--- config.mk ---
export PLATFORM = sky130hd
export DESIGN_NAME = cla_seq_ctrl
export DESIGN_NICKNAME = d
export VERILOG_FILES = /design/src/rtl/cla_seq_ctrl.sv
export SDC_FILE = /design/constraint.sdc
export NUM_CORES = 1
export LEC_CHECK = 0
export CORE_ASPECT_RATIO = 0.6
export CORE_UTILIZATION = 45
export CTS_CLUSTER_SIZE = 25
export DETAILED_ROUTE_END_ITERATION = 12
export DONT_BUFFER_PORTS = 1
export HOLD_SLACK_MARGIN = 0.06
export SLEW_MARGIN = 20
export SYNTH_ARGS = -nofsm -noshare
export SYNTH_HDL_FRONTEND = slang
export SYNTH_SLANG_ARGS = --single-unit
--- constraint.sdc ---
create_clock -name clk -period 6.8 [get_ports clk]
set_clock_uncertainty 0.2 [all_clocks]
set_input_delay 0.68 -clock clk [delete_from_list [all_inputs] [get_ports clk]]
set_output_delay 0.68 -clock clk [all_outputs]
set_load 0.005 [all_outputs]
--- src/rtl/cla_seq_ctrl.sv ---
// Sequential adder that time-shares one 4-bit carry-lookahead adder over
// NIBBLES nibbles, least significant nibble first.
// `define CLA_SEQ_SUB_EN adds a 'sub' input that computes a + ~b + 1 instead.

// 4-bit carry-lookahead adder: all four carries computed from generate/propagate.
module cla4 (
    input  logic [3:0] a,
    input  logic [3:0] b,
    input  logic       cin,
    output logic [3:0] s,
    output logic       cout
);

    logic [3:0] g;
    logic [3:0] p;
    logic [4:0] c;

    // Flattened lookahead carry equations
    always_comb begin
        g    = a & b;
        p    = a ^ b;
        c[0] = cin;
        c[1] = g[0] | (p[0] & cin);
        c[2] = g[1] | (p[1] & g[0]) | (p[1] & p[0] & cin);
        c[3] = g[2] | (p[2] & g[1]) | (p[2] & p[1] & g[0]) | (p[2] & p[1] & p[0] & cin);
        c[4] = g[3] | (p[3] & g[2]) | (p[3] & p[2] & g[1]) | (p[3] & p[2] & p[1] & g[0])
             | (p[3] & p[2] & p[1] & p[0] & cin);
        s    = p ^ c[3:0];
        cout = c[4];
    end

endmodule

module cla_seq_ctrl #(
    parameter int unsigned NIBBLES = 4
) (
    input  logic                 clk,
    input  logic                 rst_n,
    input  logic                 start,
    input  logic [4*NIBBLES-1:0] a,
    input  logic [4*NIBBLES-1:0] b,
    input  logic                 cin,
`ifdef CLA_SEQ_SUB_EN
    input  logic                 sub,
`endif
    output logic                 busy,
    output logic                 done,
    output logic [4*NIBBLES-1:0] sum,
    output logic                 cout
);

    localparam int unsigned W  = 4 * NIBBLES;
    localparam int unsigned IW = (NIBBLES > 1) ? $clog2(NIBBLES) : 1;
    localparam logic [IW-1:0] LAST_IDX = IW'(NIBBLES - 1);

    localparam logic [1:0] StIdle = 2'd0;
    localparam logic [1:0] StRun  = 2'd1;
    localparam logic [1:0] StDone = 2'd2;

    logic [1:0]    state_q, state_d;
    logic [IW-1:0] idx_q, idx_d;
    logic          carry_q, carry_d;
    logic [W-1:0]  a_q, a_d;
    logic [W-1:0]  b_q, b_d;
    logic [W-1:0]  sum_q, sum_d;
    logic          cout_q, cout_d;

    logic [3:0]    cla_a, cla_b, cla_s;
    logic          cla_co;
    logic          do_sub;

`ifdef CLA_SEQ_SUB_EN
    assign do_sub = sub;
`else
    assign do_sub = 1'b0;
`endif

    // Current nibble of the latched operands feeds the shared adder
    always_comb begin
        cla_a = a_q[{idx_q, 2'b00} +: 4];
        cla_b = b_q[{idx_q, 2'b00} +: 4];
    end

    cla4 u_cla4 (
        .a    (cla_a),
        .b    (cla_b),
        .cin  (carry_q),
        .s    (cla_s),
        .cout (cla_co)
    );

    // Next-state: accept start outside RUN, step one nibble per RUN cycle
    always_comb begin
        state_d = state_q;
        idx_d   = idx_q;
        carry_d = carry_q;
        a_d     = a_q;
        b_d     = b_q;
        sum_d   = sum_q;
        cout_d  = cout_q;
        case (state_q)
            StIdle, StDone: begin
                if (start) begin
                    a_d     = a;
                    // Subtract is a + ~b + 1; the inversion is folded into the latch
                    b_d     = do_sub ? ~b : b;
                    carry_d = do_sub ? 1'b1 : cin;
                    idx_d   = '0;
                    sum_d   = '0;
                    cout_d  = 1'b0;
                    state_d = StRun;
                end else if (state_q == StDone) begin
                    state_d = StIdle;
                end
            end
            StRun: begin
                sum_d[{idx_q, 2'b00} +: 4] = cla_s;
                carry_d = cla_co;
                if (idx_q == LAST_IDX) begin
                    cout_d  = cla_co;
                    idx_d   = '0;
                    state_d = StDone;
                end else begin
                    idx_d = idx_q + 1'b1;
                end
            end
            default: state_d = StIdle;
        endcase
    end

    // State registers with asynchronous clear
    always_ff @(posedge clk or negedge rst_n) begin
        if (!rst_n) begin
            state_q <= StIdle;
            idx_q   <= '0;
            carry_q <= 1'b0;
            a_q     <= '0;
            b_q     <= '0;
            sum_q   <= '0;
            cout_q  <= 1'b0;
        end else begin
            state_q <= state_d;
            idx_q   <= idx_d;
            carry_q <= carry_d;
            a_q     <= a_d;
            b_q     <= b_d;
            sum_q   <= sum_d;
            cout_q  <= cout_d;
        end
    end

    // Status and result outputs straight from registers
    always_comb begin
        busy = (state_q == StRun);
        done = (state_q == StDone);
        sum  = sum_q;
        cout = cout_q;
    end

endmodule

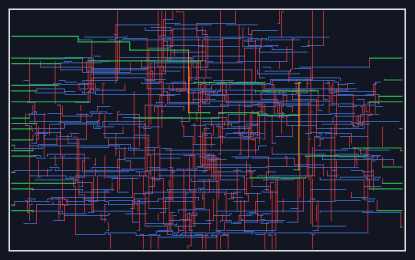
wires.png
(4 px per um)
[green] metal 3 | wire length: 377 um
[orange] metal 4 | wire length: 37.4 um
[red] metal 2 | wire length: 2000 um
[blue] metal 1 | wire length: 2840 um

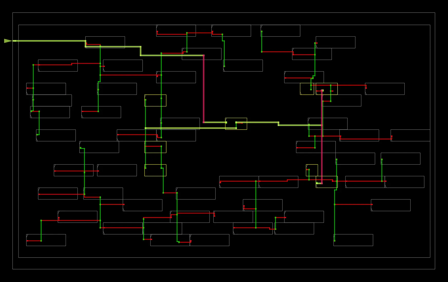
clocks.png
Clk. pwr: 0.000192 W
CTS Buf Count: 5
Clock Latency Late Sink: 0.31 ns
clkbuf count: 6

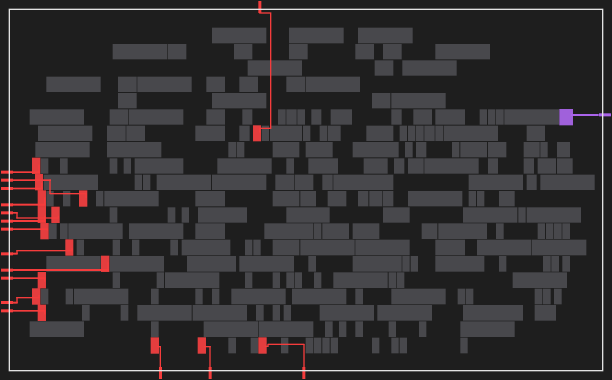
io_fan.png
(6 px per um)
[purple] done | bits: 1 | direction: output | end cells: 1 | buffers: 0 | wire: 4.50 um
[red] b | bits: 16 | direction: input | end cells: 16 | buffers: 0 | wire: 142 um
IO Pins: 55
Port Buffer Count: 0

==> changes_impl.md <==
### Implementation results

- Clock buf/inv share: under 10%
- Critical R2R Capture: sum[11]
- Tcrit/Tclk final: between 40% and 50%
- Worst Path Max Fanout: 16
- Top Usage Layer GRT: met1
- Dominant logic cell type in the layout: nand2_1
- Setup bufs post-CTS: 0
- Placeable Area: between 0.005 and 0.006 sq mm
- Comb/total area: between 40% and 50%
- Max-cap violations: 0
- Max VDD drop: 0.184 mV
- YS chip area: ~0.0025 sq mm
- Crit path depth: 6
- Setup crit start kind: flip-flop
- Row count: 20
- Post-synth regs: roughly 54
- Syn_area_per_cell: between 10 and 15 sq um
- Tool warnings: 30
- Registers: ~54
- Most frequent logic cells in the routed design: nand2_1, dfrtp_1, a22o_1
- Top cells, area: dfrtp_1, nand2_1, mux4_2, a22o_1, ha_1
- Fill cells: ~500
- Layout cells sized above 1: 11.9%
- Initial antenna violation count: 0
- Worst Path Required: between 6 and 7 ns
- Worst Hold Depth: 2
- Chip Width: between 90 and 100 um
- Violation tally from detailed-route iteration zero: approximately 68
- RSZ-0062 raised after global routing: no
- Sequential cell power: between 0.0005 and 0.0006 W
- Inverter count: 6
- Hold Buf Count CTS: 2
- Synth area leader: dfrtp_1
- WHS Endpoint: b_q[12]
- Actual slew at the worst max-slew pin: about 0.76 ns
- Net switching power: 0.000666 W
- Tot GR Track Use: 20.4%
- First-pass GRT wire length: approximately 9.0 mm
- Non-clk buf share: under 10%
- Worst path cell trace: mux4_2 -> ha_1 -> a21o_1 -> a2111oi_4 -> nor4_4 -> a22o_1
- Vias per inst: 5.42
- Largest type area fraction: 53.6%
- Hold Path Class: input pin to flip-flop
- Sequential share of cell area: between 40% and 50%
- Outcome: finished clean
- Critical path's slowest cell: dfrtp_1
- Fmax: around 0.32 GHz
- Register share after synthesis: between 50% and 60%
- R2R depth: 6
- Fin. max-slew vios: 0
- Worst-case clock buffer depth: 2
- DR DRC count: 0
- # clock sinks: 54
- Post-synth EDFFs: 0
-- per-layer routing --
metal,vias to the layer above,part of all wire [%]
li1,812,-
met1,817,54
met2,47,38
met3,5,7.2
met4,0,0.70
met5,-,0
-- cell families after synthesis --
logic type	Yosys count	synth area share, %
AND/OR/NAND/NOR	122	20.9
buffers and inverters	16	2.68
multiplexers	8	7.14
adder cells (fa/ha/maj)	10	5.26
flip-flops	54	53.6
AND-OR/OR-AND	30	9.72
XOR/XNOR	2	0.695
-- worst register-to-register path: cells and delay by family (launching register included) --
family,cells,cell delay (ns)
and+or+nand+nor,1,0.11
adders and majority gates,1,0.34
DFF,1,0.85
AOI/OAI and AO/OA,3,0.86
muxes,1,0.65
-- state kept, by name (all words and copies together) (netlist names) --
register  cells
a_q          16
b_q          16
sum          16
idx_q         2
state_q       2
carry_q       1
cout          1
No activity file was given, so power comes from the tool's default toggle rates.
